File: config.mk
export PLATFORM = sky130hd
export DESIGN_NAME = pipe_stage_skid_flat
export DESIGN_NICKNAME = d
export VERILOG_FILES = /design/src/rtl/pipe_stage_skid_if.sv /design/src/rtl/pipe_stage_skid.sv /design/src/flat_wrapper.sv
export SDC_FILE = /design/constraint.sdc
export NUM_CORES = 1
export LEC_CHECK = 0
export CORE_UTILIZATION = 34
export CTS_BUF_LIST = sky130_fd_sc_hd__clkbuf_4 sky130_fd_sc_hd__clkbuf_8
export DETAILED_ROUTE_END_ITERATION = 16
export HOLD_SLACK_MARGIN = 0.02
export SYNTH_ARGS = -nofsm -noshare
export SYNTH_HDL_FRONTEND = slang
export SYNTH_SLANG_ARGS = --single-unit
File: constraint.sdc
create_clock -name clk_i -period 3 [get_ports clk_i]
set_input_delay 0.6 -clock clk_i [delete_from_list [all_inputs] [get_ports clk_i]]
set_output_delay 0.6 -clock clk_i [all_outputs]
set_load 0.05 [all_outputs]
File: src/rtl/pipe_stage_skid_if.sv
// ---------------------------------------------------------------------------
// pipe_stage_skid_if
//   Handshake and payload bundle for one inter-stage pipeline register.
//   The upstream/downstream environment uses the master modport. The
//   pipeline stage itself uses the slave modport.
//
//   Upstream side  : in_valid_i, in_ready_o, in_data_i, in_ctrl_i, in_rd_i
//   Downstream side: out_valid_o, out_ready_i, out_data_o, out_ctrl_o,
//                    out_rd_o
//   Signal suffixes are named from the stage's point of view.
// ---------------------------------------------------------------------------
interface pipe_stage_skid_if #(
  parameter int unsigned DATA_W = 64,
  parameter int unsigned CTRL_W = 2,
  parameter int unsigned ADDR_W = 5
);
  logic              in_valid_i;
  logic              in_ready_o;
  logic [DATA_W-1:0] in_data_i;
  logic [CTRL_W-1:0] in_ctrl_i;
  logic [ADDR_W-1:0] in_rd_i;

  logic              out_valid_o;
  logic              out_ready_i;
  logic [DATA_W-1:0] out_data_o;
  logic [CTRL_W-1:0] out_ctrl_o;
  logic [ADDR_W-1:0] out_rd_o;

  // Environment view: drives the upstream entry and the downstream ready.
  modport master (
    output in_valid_i, in_data_i, in_ctrl_i, in_rd_i, out_ready_i,
    input  in_ready_o, out_valid_o, out_data_o, out_ctrl_o, out_rd_o
  );

  // Stage view: consumes the upstream entry, presents the held entry.
  modport slave (
    input  in_valid_i, in_data_i, in_ctrl_i, in_rd_i, out_ready_i,
    output in_ready_o, out_valid_o, out_data_o, out_ctrl_o, out_rd_o
  );
endinterface

File: src/rtl/pipe_stage_skid.sv
// ---------------------------------------------------------------------------
// pipe_stage_skid
//   Generic inter-stage pipeline register (EX/MEM, MEM/WB, ...) carrying a
//   data payload, control bits and a destination register address, with
//   valid/ready flow control through a two-entry buffer (main + skid).
//
//   Ports:
//     clk_i        clock, rising edge
//     rst_i        synchronous active-low reset
//     flush_i      synchronous flush: kills held and incoming entries
//     bus          pipe_stage_skid_if.slave handshake/payload bundle
//     stall_cnt_o  16-bit saturating stall counter (PIPE_STALL_CNT_EN only)
//
//   Optional feature macro: PIPE_STALL_CNT_EN
//     When defined, stall_cnt_o counts cycles with out_valid_o=1 and
//     out_ready_i=0, saturating at 16'hFFFF, cleared only by reset.
//
//   All outputs come straight from flops. The main register drives the
//   outputs; the skid register absorbs the one entry that can arrive while
//   main is stalled, which is what lets in_ready_o be a registered signal.
//   Control bits are zeroed whenever main holds a bubble so that downstream
//   never sees a spurious write enable.
// ---------------------------------------------------------------------------
module pipe_stage_skid #(
  parameter int unsigned DATA_W = 64,
  parameter int unsigned CTRL_W = 2,
  parameter int unsigned ADDR_W = 5
) (
  input  logic                  clk_i,
  input  logic                  rst_i,
  input  logic                  flush_i,
  pipe_stage_skid_if.slave      bus
`ifdef PIPE_STALL_CNT_EN
  ,
  output logic [15:0]           stall_cnt_o
`endif
);

  // Registered state
  logic              main_valid_r;
  logic [DATA_W-1:0] main_data_r;
  logic [CTRL_W-1:0] main_ctrl_r;
  logic [ADDR_W-1:0] main_rd_r;

  logic              skid_valid_r;
  logic [DATA_W-1:0] skid_data_r;
  logic [CTRL_W-1:0] skid_ctrl_r;
  logic [ADDR_W-1:0] skid_rd_r;

  logic              in_ready_r;

  // Next-state values
  logic              main_valid_s;
  logic [DATA_W-1:0] main_data_s;
  logic [CTRL_W-1:0] main_ctrl_s;
  logic [ADDR_W-1:0] main_rd_s;

  logic              skid_valid_s;
  logic [DATA_W-1:0] skid_data_s;
  logic [CTRL_W-1:0] skid_ctrl_s;
  logic [ADDR_W-1:0] skid_rd_s;

  logic              in_ready_s;

  // Handshake events for this cycle
  logic              accept_s;
  logic              drain_s;
  logic              main_load_s;

  // Handshake qualification; in_ready_r is a flop, so no ready path exists
  // from out_ready_i to in_ready_o.
  always_comb begin
    accept_s    = bus.in_valid_i & in_ready_r;
    drain_s     = main_valid_r & bus.out_ready_i;
    main_load_s = (~main_valid_r) | drain_s;
  end

  // Next-state selection for main and skid registers.
  always_comb begin
    main_valid_s = main_valid_r;
    main_data_s  = main_data_r;
    main_ctrl_s  = main_ctrl_r;
    main_rd_s    = main_rd_r;
    skid_valid_s = skid_valid_r;
    skid_data_s  = skid_data_r;
    skid_ctrl_s  = skid_ctrl_r;
    skid_rd_s    = skid_rd_r;

    if (flush_i) begin
      // Bubble insert: valids and control cleared, payload left in place.
      // An input offered this cycle is dropped even if in_ready_o is 1.
      main_valid_s = 1'b0;
      main_ctrl_s  = {CTRL_W{1'b0}};
      skid_valid_s = 1'b0;
    end else if (main_load_s) begin
      if (skid_valid_r) begin
        // Older entry waiting in skid goes first to keep FIFO order.
        // in_ready_r is 0 here, so no input can be accepted alongside.
        main_valid_s = 1'b1;
        main_data_s  = skid_data_r;
        main_ctrl_s  = skid_ctrl_r;
        main_rd_s    = skid_rd_r;
        skid_valid_s = 1'b0;
      end else if (accept_s) begin
        main_valid_s = 1'b1;
        main_data_s  = bus.in_data_i;
        main_ctrl_s  = bus.in_ctrl_i;
        main_rd_s    = bus.in_rd_i;
      end else begin
        // Nothing to load: main becomes a bubble, payload holds.
        main_valid_s = 1'b0;
        main_ctrl_s  = {CTRL_W{1'b0}};
      end
    end else if (accept_s) begin
      // Main is stalled with a valid entry: park the new one in skid.
      skid_valid_s = 1'b1;
      skid_data_s  = bus.in_data_i;
      skid_ctrl_s  = bus.in_ctrl_i;
      skid_rd_s    = bus.in_rd_i;
    end else begin
      skid_valid_s = skid_valid_r;
    end

    in_ready_s = ~skid_valid_s;
  end

  // State registers with synchronous active-low reset.
  always_ff @(posedge clk_i) begin
    if (!rst_i) begin
      main_valid_r <= 1'b0;
      main_data_r  <= {DATA_W{1'b0}};
      main_ctrl_r  <= {CTRL_W{1'b0}};
      main_rd_r    <= {ADDR_W{1'b0}};
      skid_valid_r <= 1'b0;
      skid_data_r  <= {DATA_W{1'b0}};
      skid_ctrl_r  <= {CTRL_W{1'b0}};
      skid_rd_r    <= {ADDR_W{1'b0}};
      in_ready_r   <= 1'b1;
    end else begin
      main_valid_r <= main_valid_s;
      main_data_r  <= main_data_s;
      main_ctrl_r  <= main_ctrl_s;
      main_rd_r    <= main_rd_s;
      skid_valid_r <= skid_valid_s;
      skid_data_r  <= skid_data_s;
      skid_ctrl_r  <= skid_ctrl_s;
      skid_rd_r    <= skid_rd_s;
      in_ready_r   <= in_ready_s;
    end
  end

  assign bus.in_ready_o  = in_ready_r;
  assign bus.out_valid_o = main_valid_r;
  assign bus.out_data_o  = main_data_r;
  assign bus.out_ctrl_o  = main_ctrl_r;
  assign bus.out_rd_o    = main_rd_r;

`ifdef PIPE_STALL_CNT_EN
  logic [15:0] stall_cnt_r;
  logic [15:0] stall_cnt_s;

  // Saturating stall count; flush leaves it untouched.
  always_comb begin
    if (main_valid_r && !bus.out_ready_i && (stall_cnt_r != 16'hFFFF)) begin
      stall_cnt_s = stall_cnt_r + 16'd1;
    end else begin
      stall_cnt_s = stall_cnt_r;
    end
  end

  // Stall counter register, cleared only by reset.
  always_ff @(posedge clk_i) begin
    if (!rst_i) begin
      stall_cnt_r <= 16'd0;
    end else begin
      stall_cnt_r <= stall_cnt_s;
    end
  end

  assign stall_cnt_o = stall_cnt_r;
`endif

endmodule

File: src/flat_wrapper.sv
// flat-port wrapper written by rule: the top's interface ports become plain ports
module pipe_stage_skid_flat 
#(
  parameter int unsigned DATA_W = 64,
  parameter int unsigned CTRL_W = 2,
  parameter int unsigned ADDR_W = 5
)
  (clk_i, rst_i, flush_i, bus_in_valid_i, bus_in_data_i, bus_in_ctrl_i, bus_in_rd_i, bus_out_ready_i, bus_in_ready_o, bus_out_valid_o, bus_out_data_o, bus_out_ctrl_o, bus_out_rd_o);
  pipe_stage_skid_if #(.DATA_W(DATA_W), .CTRL_W(CTRL_W), .ADDR_W(ADDR_W)) bus_i ();
  input  logic clk_i;
  input  logic rst_i;
  input  logic flush_i;
  input wire logic [$bits(bus_i.in_valid_i)-1:0] bus_in_valid_i;
  input wire logic [$bits(bus_i.in_data_i)-1:0] bus_in_data_i;
  input wire logic [$bits(bus_i.in_ctrl_i)-1:0] bus_in_ctrl_i;
  input wire logic [$bits(bus_i.in_rd_i)-1:0] bus_in_rd_i;
  input wire logic [$bits(bus_i.out_ready_i)-1:0] bus_out_ready_i;
  output wire logic [$bits(bus_i.in_ready_o)-1:0] bus_in_ready_o;
  output wire logic [$bits(bus_i.out_valid_o)-1:0] bus_out_valid_o;
  output wire logic [$bits(bus_i.out_data_o)-1:0] bus_out_data_o;
  output wire logic [$bits(bus_i.out_ctrl_o)-1:0] bus_out_ctrl_o;
  output wire logic [$bits(bus_i.out_rd_o)-1:0] bus_out_rd_o;
  assign bus_i.in_valid_i = bus_in_valid_i;
  assign bus_i.in_data_i = bus_in_data_i;
  assign bus_i.in_ctrl_i = bus_in_ctrl_i;
  assign bus_i.in_rd_i = bus_in_rd_i;
  assign bus_i.out_ready_i = bus_out_ready_i;
  assign bus_in_ready_o = bus_i.in_ready_o;
  assign bus_out_valid_o = bus_i.out_valid_o;
  assign bus_out_data_o = bus_i.out_data_o;
  assign bus_out_ctrl_o = bus_i.out_ctrl_o;
  assign bus_out_rd_o = bus_i.out_rd_o;
  pipe_stage_skid #(.DATA_W(DATA_W), .CTRL_W(CTRL_W), .ADDR_W(ADDR_W)) u_core (.clk_i(clk_i), .rst_i(rst_i), .flush_i(flush_i), .bus(bus_i));
endmodule
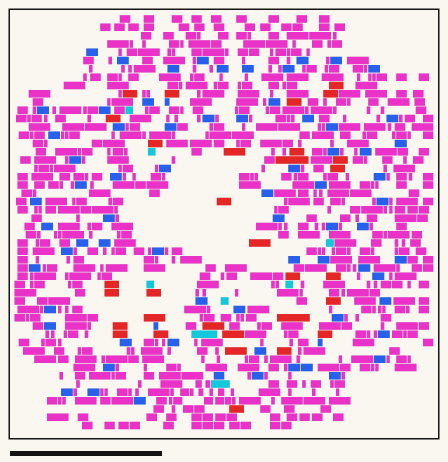
Fig. 1. Sizing map.
Scale bar: 50 µm.
Magenta stands for _0 and _1 cells, cells 727, share 87%, most used nand2_1. Blue stands for _2 cells, cells 73, share 8.7%, most used mux2_2. Red stands for _6 and larger, cells 31, share 3.7%, most used clkbuf_8. Cyan stands for _3 and _4 cells, cells 8, share 0.95%, most used clkinvlp_4.
Final WS setup: 737 ps
finished layout cell area: 0.00857 mm²
Area growth syn-to-layout: 31.8%
Non-clock buffers: 156

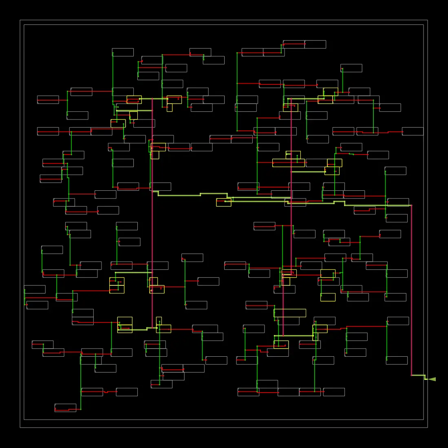
Fig. 2. Clock routing.
clock skew: 10.5 ps
CTS sink count: 145
Clock group: 1570 µW

==> results_slide.txt <==
Physical Implementation Snapshot

Setup path
  • Crit path kind: flop to primary output
  • Worst R2R Path Depth: 4
  • Critical Path AT: 1660 ps
  • Worst path max stage delay: 830 ps
  • Delay-heaviest family, CP: buffers and inverters
  • Reg2Reg Setup Slack: 1090 ps
  • Crit path launch: u_core.bus.in_ready_o
  • Worst R2R End: u_core.bus.out_data_o[27]

Final timing
  • Final Max Tran Viols: 0
  • Worst rel slew slack: 0.624
  • Worst hold margin: between 400 and 500 ps
  • Setup_tns: 0 ps
  • Final Hold Fails: 0

Floorplanning
  • Init Core Util: 0.348
  • Chip area: 0.0197 mm²

Yosys
  • Syn avg cell area: between 9 and 10 µm²
  • Post-synth cell types: 18
  • Yosys reg bits: 145
  • Gate count of the mapped netlist: 707

Cells and area
  • Inverters: 2
  • Sequential share of cell area: 0.339

Run status
  • Status: completed

Power
  • Sw frac: 0.267
  • Power Density: ~500 mW/mm²
  • Max VDD drop: 0.242 mV

GRT
  • GRT Total Usage: 0.149

Worst hold path
  • Worst hold path type: flop to flop
  • Min-Delay Endpoint: u_core.skid_data_r[4]

Drt
  • Pre-antenna DRT Iters: 4
  • DR iter-0 viols: about 190
  • Routed vias/inst: 4.59

Place
  • RePlAce Congestion: approximately 0.7
-- routing by layer --
| metal | up-vias | track usage | wire [µm] |
|---|---|---|---|
| met4 | 0 | 0.0573 | 218 |
| met3 | 16 | 0.0465 | 736 |
| li1 | 2564 | - | - |
| met2 | 100 | 0.235 | 6130 |
| met5 | - | 0 | 0 |
| met1 | 2250 | 0.188 | 7040 |
-- cell usage after synthesis --
cell type | instances | area share
clkbuf_1 | 26 | 0.015
a211o_1 | 1 | 0.0013
buf_1 | 2 | 0.0012
a311oi_1 | 2 | 0.0027
buf_4 | 7 | 0.0081
nand4b_1 | 2 | 0.0027
nand2b_1 | 2 | 0.0019
a21oi_1 | 2 | 0.0015
dfxtp_1 | 145 | 0.45
or3_1 | 1 | 0.00096
nor2_1 | 2 | 0.0012
inv_1 | 2 | 0.0012
buf_2 | 18 | 0.014
buf_6 | 2 | 0.0035
nor3_1 | 1 | 0.00077
mux2i_1 | 140 | 0.22
nand2_1 | 283 | 0.16
mux2_2 | 69 | 0.12
-- state kept, by name, summed over array words and instances, names as in the netlist, 2 cells and up --
register               cells
u_core.skid_rd_r           5
u_core.bus.out_rd_o        5
u_core.skid_data_r        64
u_core.bus.out_data_o     64
u_core.bus.out_ctrl_o      2
u_core.skid_ctrl_r         2
-- cells by family after synthesis --
kind of cell,synth area share
AOI/OAI and AO/OA,0.00558
DFF,0.446
and+or+nand+nor,0.171
buffers and inverters,0.0427
muxes,0.335
-- metrics by stage --
step                      std cells  utilization  instance area [µm²]  setup slack (ps)
final                          1073        0.458                 8570               737
after global routing           1073        0.458                 8570               668
after global placement         1042        0.437                 8170               683
after detailed placement       1042        0.437                 8170               628
after floorplan                 707            -                 6510              1280
after CTS                      1073        0.458                 8570               698
Power figures rest on the tool's default switching activity, not on a simulated workload.
